$ cat config.mk
export PLATFORM = sky130hd
export DESIGN_NAME = sobel_stream_core_flat
export DESIGN_NICKNAME = d
export VERILOG_FILES = /design/src/rtl/sobel_stream_if.sv /design/src/rtl/sobel_stream_core.sv /design/src/flat_wrapper.sv
export SDC_FILE = /design/constraint.sdc
export NUM_CORES = 1
export LEC_CHECK = 0
export CAP_MARGIN = 15
export CORE_MARGIN = 5
export CORE_UTILIZATION = 55
export CTS_CLUSTER_DIAMETER = 120
export CTS_CLUSTER_SIZE = 25
export DETAILED_ROUTE_END_ITERATION = 12
export PLACE_DENSITY = 0.71
export SLEW_MARGIN = 20
export SYNTH_ARGS = -nofsm -noshare
export SYNTH_HDL_FRONTEND = slang
export SYNTH_SLANG_ARGS = --single-unit
export TNS_END_PERCENT = 30
$ cat constraint.sdc
create_clock -name clk_i -period 10.07 [get_ports clk_i]
set_input_delay 2.5175 -clock clk_i [delete_from_list [all_inputs] [get_ports clk_i]]
set_output_delay 2.5175 -clock clk_i [all_outputs]
set_load 0.005 [all_outputs]
$ cat src/rtl/sobel_stream_if.sv
// sobel_stream_if: gray pixel stream into the Sobel core and edge magnitude stream out.
interface sobel_stream_if #(
  parameter int PIXEL_WIDTH = 8
);
  logic                   start_i;
  logic                   px_valid_i;
  logic [PIXEL_WIDTH-1:0] in_px_gray_i;
  logic [PIXEL_WIDTH-1:0] out_px_sobel_o;
  logic                   out_valid_o;
  modport master (output start_i, px_valid_i, in_px_gray_i, input out_px_sobel_o, out_valid_o);
  modport slave (input start_i, px_valid_i, in_px_gray_i, output out_px_sobel_o, out_valid_o);
endinterface

$ cat src/rtl/sobel_stream_core.sv
// sobel_stream_core: streaming 3x3 Sobel magnitude over a raster gray image using two line buffers.
module sobel_stream_core #(
  parameter int PIXEL_WIDTH = 8,
  parameter int IMG_WIDTH   = 16
) (
  input  logic         clk_i,
  input  logic         nreset_i,
  sobel_stream_if.slave bus
);
  localparam int CW = $clog2(IMG_WIDTH);
  localparam int GW = PIXEL_WIDTH + 3;
  typedef enum logic [1:0] {IDLE, FILL, RUN} state_t;
  state_t                                 state_q, state_d;
  logic [CW-1:0]                          col_q, col_d;
  logic [1:0]                             row_q, row_d;
  logic [2:0][2:0][PIXEL_WIDTH-1:0]       p_q, p_d, p_sh;
  logic [PIXEL_WIDTH-1:0]                 out_q, out_d;
  logic                                   ov_q, ov_d;
  logic [PIXEL_WIDTH-1:0]                 lb0_q [IMG_WIDTH];
  logic [PIXEL_WIDTH-1:0]                 lb1_q [IMG_WIDTH];
  logic                                   accept, last_col, win_ok;
  logic signed [GW-1:0]                   w [3][3];
  logic signed [GW-1:0]                   gx, gy;
  logic [GW-1:0]                          ax, ay, mag;
  logic [PIXEL_WIDTH-1:0]                 sat;
  assign accept   = bus.start_i & bus.px_valid_i;
  assign last_col = col_q == CW'(IMG_WIDTH - 1);
  // row_q saturates at 2, so it reads 2 for every row from the third one on
  assign win_ok   = accept && row_q == 2'd2 && col_q >= CW'(2);
  always_comb begin
    p_sh = '0;
    for (int r = 0; r < 3; r++) begin
      p_sh[r][0] = p_q[r][1];
      p_sh[r][1] = p_q[r][2];
    end
    p_sh[0][2] = lb0_q[col_q];
    p_sh[1][2] = lb1_q[col_q];
    p_sh[2][2] = bus.in_px_gray_i;
  end
  always_comb begin
    for (int r = 0; r < 3; r++)
      for (int c = 0; c < 3; c++)
        w[r][c] = $signed({3'b000, p_sh[r][c]});
    gx  = (w[0][2] + w[1][2] + w[1][2] + w[2][2]) - (w[0][0] + w[1][0] + w[1][0] + w[2][0]);
    gy  = (w[2][0] + w[2][1] + w[2][1] + w[2][2]) - (w[0][0] + w[0][1] + w[0][1] + w[0][2]);
    ax  = gx[GW-1] ? -gx : gx;
    ay  = gy[GW-1] ? -gy : gy;
    mag = ax + ay;
    sat = |mag[GW-1:PIXEL_WIDTH] ? '1 : mag[PIXEL_WIDTH-1:0];
  end
  always_comb begin
    state_d = !bus.start_i ? IDLE :
              state_q == IDLE ? FILL :
              (state_q == FILL && accept && row_q == 2'd2) ? RUN : state_q;
    col_d   = !bus.start_i ? '0 : accept ? (last_col ? '0 : col_q + CW'(1)) : col_q;
    row_d   = !bus.start_i ? '0 : (accept && last_col && row_q != 2'd2) ? row_q + 2'd1 : row_q;
    p_d     = !bus.start_i ? '0 : accept ? p_sh : p_q;
    out_d   = win_ok ? sat : out_q;
    ov_d    = win_ok;
  end
  always_ff @(posedge clk_i or negedge nreset_i) begin
    if (!nreset_i) begin
      state_q <= IDLE;
      col_q   <= '0;
      row_q   <= '0;
      p_q     <= '0;
      out_q   <= '0;
      ov_q    <= 1'b0;
    end else begin
      state_q <= state_d;
      col_q   <= col_d;
      row_q   <= row_d;
      p_q     <= p_d;
      out_q   <= out_d;
      ov_q    <= ov_d;
    end
  end
  // buf0 holds row r-2, buf1 row r-1; contents are refilled after every restart
  always_ff @(posedge clk_i) begin
    if (accept) begin
      lb0_q[col_q] <= lb1_q[col_q];
      lb1_q[col_q] <= bus.in_px_gray_i;
    end
  end
  assign bus.out_px_sobel_o = out_q;
  assign bus.out_valid_o    = ov_q;
endmodule

$ cat src/flat_wrapper.sv
// flat-port wrapper written by rule: the top's interface ports become plain ports
module sobel_stream_core_flat 
#(
  parameter int PIXEL_WIDTH = 8,
  parameter int IMG_WIDTH   = 16
)
  (clk_i, nreset_i, bus_start_i, bus_px_valid_i, bus_in_px_gray_i, bus_out_px_sobel_o, bus_out_valid_o);
  sobel_stream_if #(.PIXEL_WIDTH(PIXEL_WIDTH)) bus_i ();
  input  logic clk_i;
  input  logic nreset_i;
  input wire logic [$bits(bus_i.start_i)-1:0] bus_start_i;
  input wire logic [$bits(bus_i.px_valid_i)-1:0] bus_px_valid_i;
  input wire logic [$bits(bus_i.in_px_gray_i)-1:0] bus_in_px_gray_i;
  output wire logic [$bits(bus_i.out_px_sobel_o)-1:0] bus_out_px_sobel_o;
  output wire logic [$bits(bus_i.out_valid_o)-1:0] bus_out_valid_o;
  assign bus_i.start_i = bus_start_i;
  assign bus_i.px_valid_i = bus_px_valid_i;
  assign bus_i.in_px_gray_i = bus_in_px_gray_i;
  assign bus_out_px_sobel_o = bus_i.out_px_sobel_o;
  assign bus_out_valid_o = bus_i.out_valid_o;
  sobel_stream_core #(.PIXEL_WIDTH(PIXEL_WIDTH), .IMG_WIDTH(IMG_WIDTH)) u_core (.clk_i(clk_i), .nreset_i(nreset_i), .bus(bus_i));
endmodule
Run 1, sizing map:
Scale: 2 px per um.
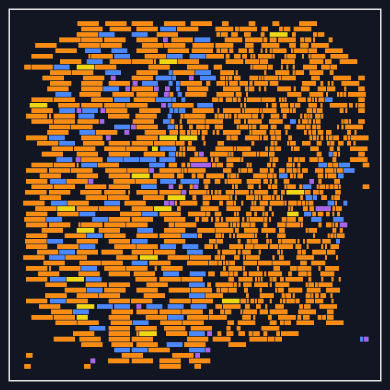
| color | size | cells | share |
|---|---|---|---|
| blue | drive 2 | 115 | 9.8% |
| purple | drive 3 to 4 | 34 | 2.9% |
| yellow | drive 6 and up | 20 | 1.7% |
| orange | drive 1 or less | 999 | 86% |

Run 1, the metal 2 layer:
Scale: 2 px per um.
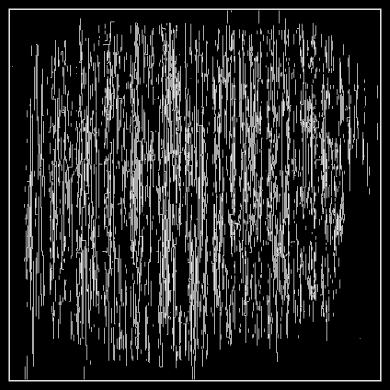
share of all routed wire: 52%
main direction: vertical
longest straight run: 69.0 um
wire length on this layer: 17300 um

==> impl_metrics.json, run 1 <==
{
  "cts_htree_levels": 1,
  "skew_ns": 0.02976,
  "critPathMaxStageDelay_ns": 0.86,
  "ant_nets": 0,
  "status": "finished clean",
  "clock_latency_ns": 0.52,
  "cpMaxStageDelayCell": "dfrtp_4",
  "grt.busiest_layer": "met2",
  "topCellsByArea": "edfxtp_1 46%, mux4_2 11%, dfrtp_1 9.4%",
  "place_congestion": 0.8342,
  "grt_pass1_wl_mm": 53.30,
  "hold_class": "reg -> reg",
  "slew_viol_final": 0,
  "finalSetupViolations": 0,
  "io_buffers": 20,
  "fin_cells": 1565,
  "startpoint_type": "flop",
  "tool_warnings": 29,
  "firstDrtPassIters": 5,
  "mi_logic_area_um2": 6940,
  "top_area_cell": "edfxtp_1",
  "r2r_end": "u_core.bus.out_px_sobel_o[5]",
  "wl_met3_mm": 1.318,
  "fmax_ghz": 0.1124
}
Run 1, zoomed window:
Window x 80 to 105, y 80 to 105 um. Cells in gray, sequential cells in the stronger gray; small squares are vias.
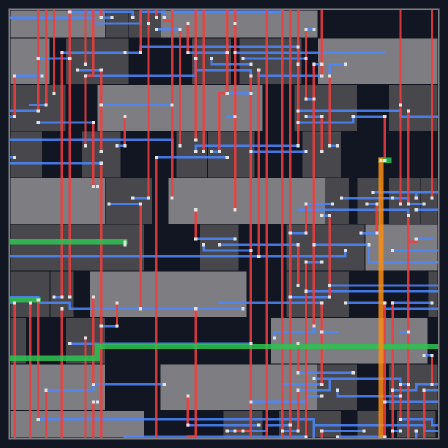
| color | layer |
|---|---|
| orange | met4 |
| blue | met1 |
| red | met2 |
| green | met3 |
netlist names of flops here include: u_core.p_q (5), u_core.lb0_q (4), u_core.col_q (2)
sequential cells in the window: 11
cells with their middle in the window: 41
most frequent: nor2b_1 (7), mux2i_1 (6), dfrtp_1 (6)

==> run 1: critical path: cells and delay by family, from the launching register on <==
family | cells | cell delay, ns
adder cells (fa/ha/maj) | 6 | 2.57
AND-OR/OR-AND | 12 | 2.26
multiplexers | 2 | 1.13
flip-flops | 1 | 0.86
buffers and inverters | 5 | 0.76
XOR/XNOR | 3 | 0.68
AND/OR/NAND/NOR | 4 | 0.49
==> run 1: final cells by class <==
cell class / instances / share of cell area
clock buffers: 26 / 0.02527
inverters: 144 / 0.02975
multi-input cells: 625 / 0.3820
well taps: 396 / 0.02727
clock inverters: 4 / 0.002479
flip-flops and latches: 319 / 0.5101
diodes: 1 / 0.0001377
repair buffers: 50 / 0.02300
--- run 2 (diff from run 1) ---
--- a/config.mk
+++ b/config.mk
@@ -5,7 +5,7 @@
 export SDC_FILE = /design/constraint.sdc
 export NUM_CORES = 1
 export LEC_CHECK = 0
-export CAP_MARGIN = 15
+export CAP_MARGIN = 25
 export CORE_MARGIN = 5
 export CORE_UTILIZATION = 55
 export CTS_CLUSTER_DIAMETER = 120
Run 2, zoomed window:
Window x 80 to 105, y 80 to 105 um. Cells in gray, sequential cells in the stronger gray; small squares are vias.
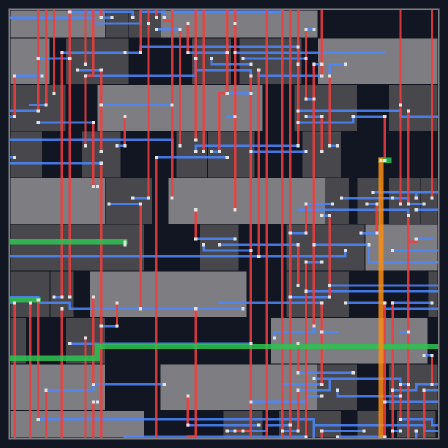
| color | layer |
|---|---|
| blue | met1 |
| red | met2 |
| orange | met4 |
| green | met3 |
sequential cells in the window: 11
cells with their middle in the window: 41
most frequent: nor2b_1 (7), mux2i_1 (6), dfrtp_1 (6)
netlist names of flops here include: u_core.p_q (5), u_core.lb0_q (4), u_core.col_q (2)

Run 2, sizing map:
Scale: 2 px per um.
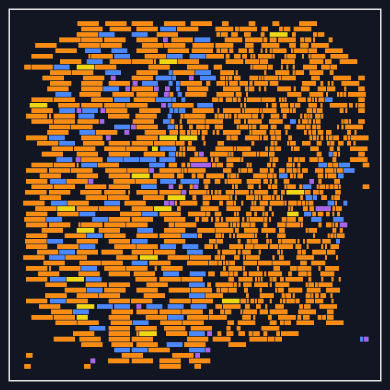
| color | size | cells | share |
|---|---|---|---|
| blue | drive 2 | 115 | 9.8% |
| purple | drive 3 to 4 | 34 | 2.9% |
| orange | drive 1 or less | 999 | 86% |
| yellow | drive 6 and up | 20 | 1.7% |

Run 2, the metal 2 layer:
Scale: 2 px per um.
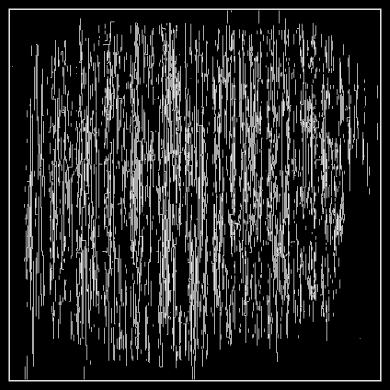
main direction: vertical
wire length on this layer: 17300 um

==> run 2 against run 1 <==
Net effect: sequential share of layout area is the same; worst hold slack is the same; routed wire length is the same; global-route usage is the same; die area is the same; register-to-register slack is essentially flat; cell area is the same; via count is the same; critical path type unchanged; critical endpoint unchanged.
==> impl_metrics.json, run 2 <==
{
  "top_area_cell": "edfxtp_1",
  "place_congestion": 0.8342,
  "comb_cells": 625,
  "diodes": 1,
  "largest_class": "registers",
  "startpoint_type": "flop",
  "grt_pass1_wl_mm": 53.30,
  "cts_htree_levels": 1,
  "path_buffers": 5,
  "ant_nets": 0,
  "io_buffers": 20,
  "slew_viol_final": 0,
  "buf_share": 0.02300,
  "taps": 396,
  "ff_count": 319,
  "num-nonclk-buffers": 50,
  "hold_class": "reg -> reg",
  "wl_met3_mm": 1.318,
  "firstDrtPassIters": 5,
  "finalSetupViolations": 0,
  "status": "finished clean",
  "fin_cells": 1565,
  "clkbuf_count": 26,
  "skew_ns": 0.02976,
  "grt.busiest_layer": "met2",
  "path_depth": 32
}
==> run 2: cell counts after synthesis <==
No cell type changed its count.
==> run 2: how the worst min path moves through the flow <==
stage	from	cells past startpoint	endpoint
global route	u_core.bus.out_px_sobel_o[4]	2	u_core.bus.out_px_sobel_o[4]
detailed placement	u_core.bus.out_px_sobel_o[0]	2	u_core.bus.out_px_sobel_o[0]
global placement	u_core.bus.out_px_sobel_o[0]	2	u_core.bus.out_px_sobel_o[0]
CTS	u_core.bus.out_px_sobel_o[0]	2	u_core.bus.out_px_sobel_o[0]
floorplan	u_core.p_q[40]	2	u_core.p_q[40]
finish	u_core.bus.out_px_sobel_o[0]	2	u_core.bus.out_px_sobel_o[0]
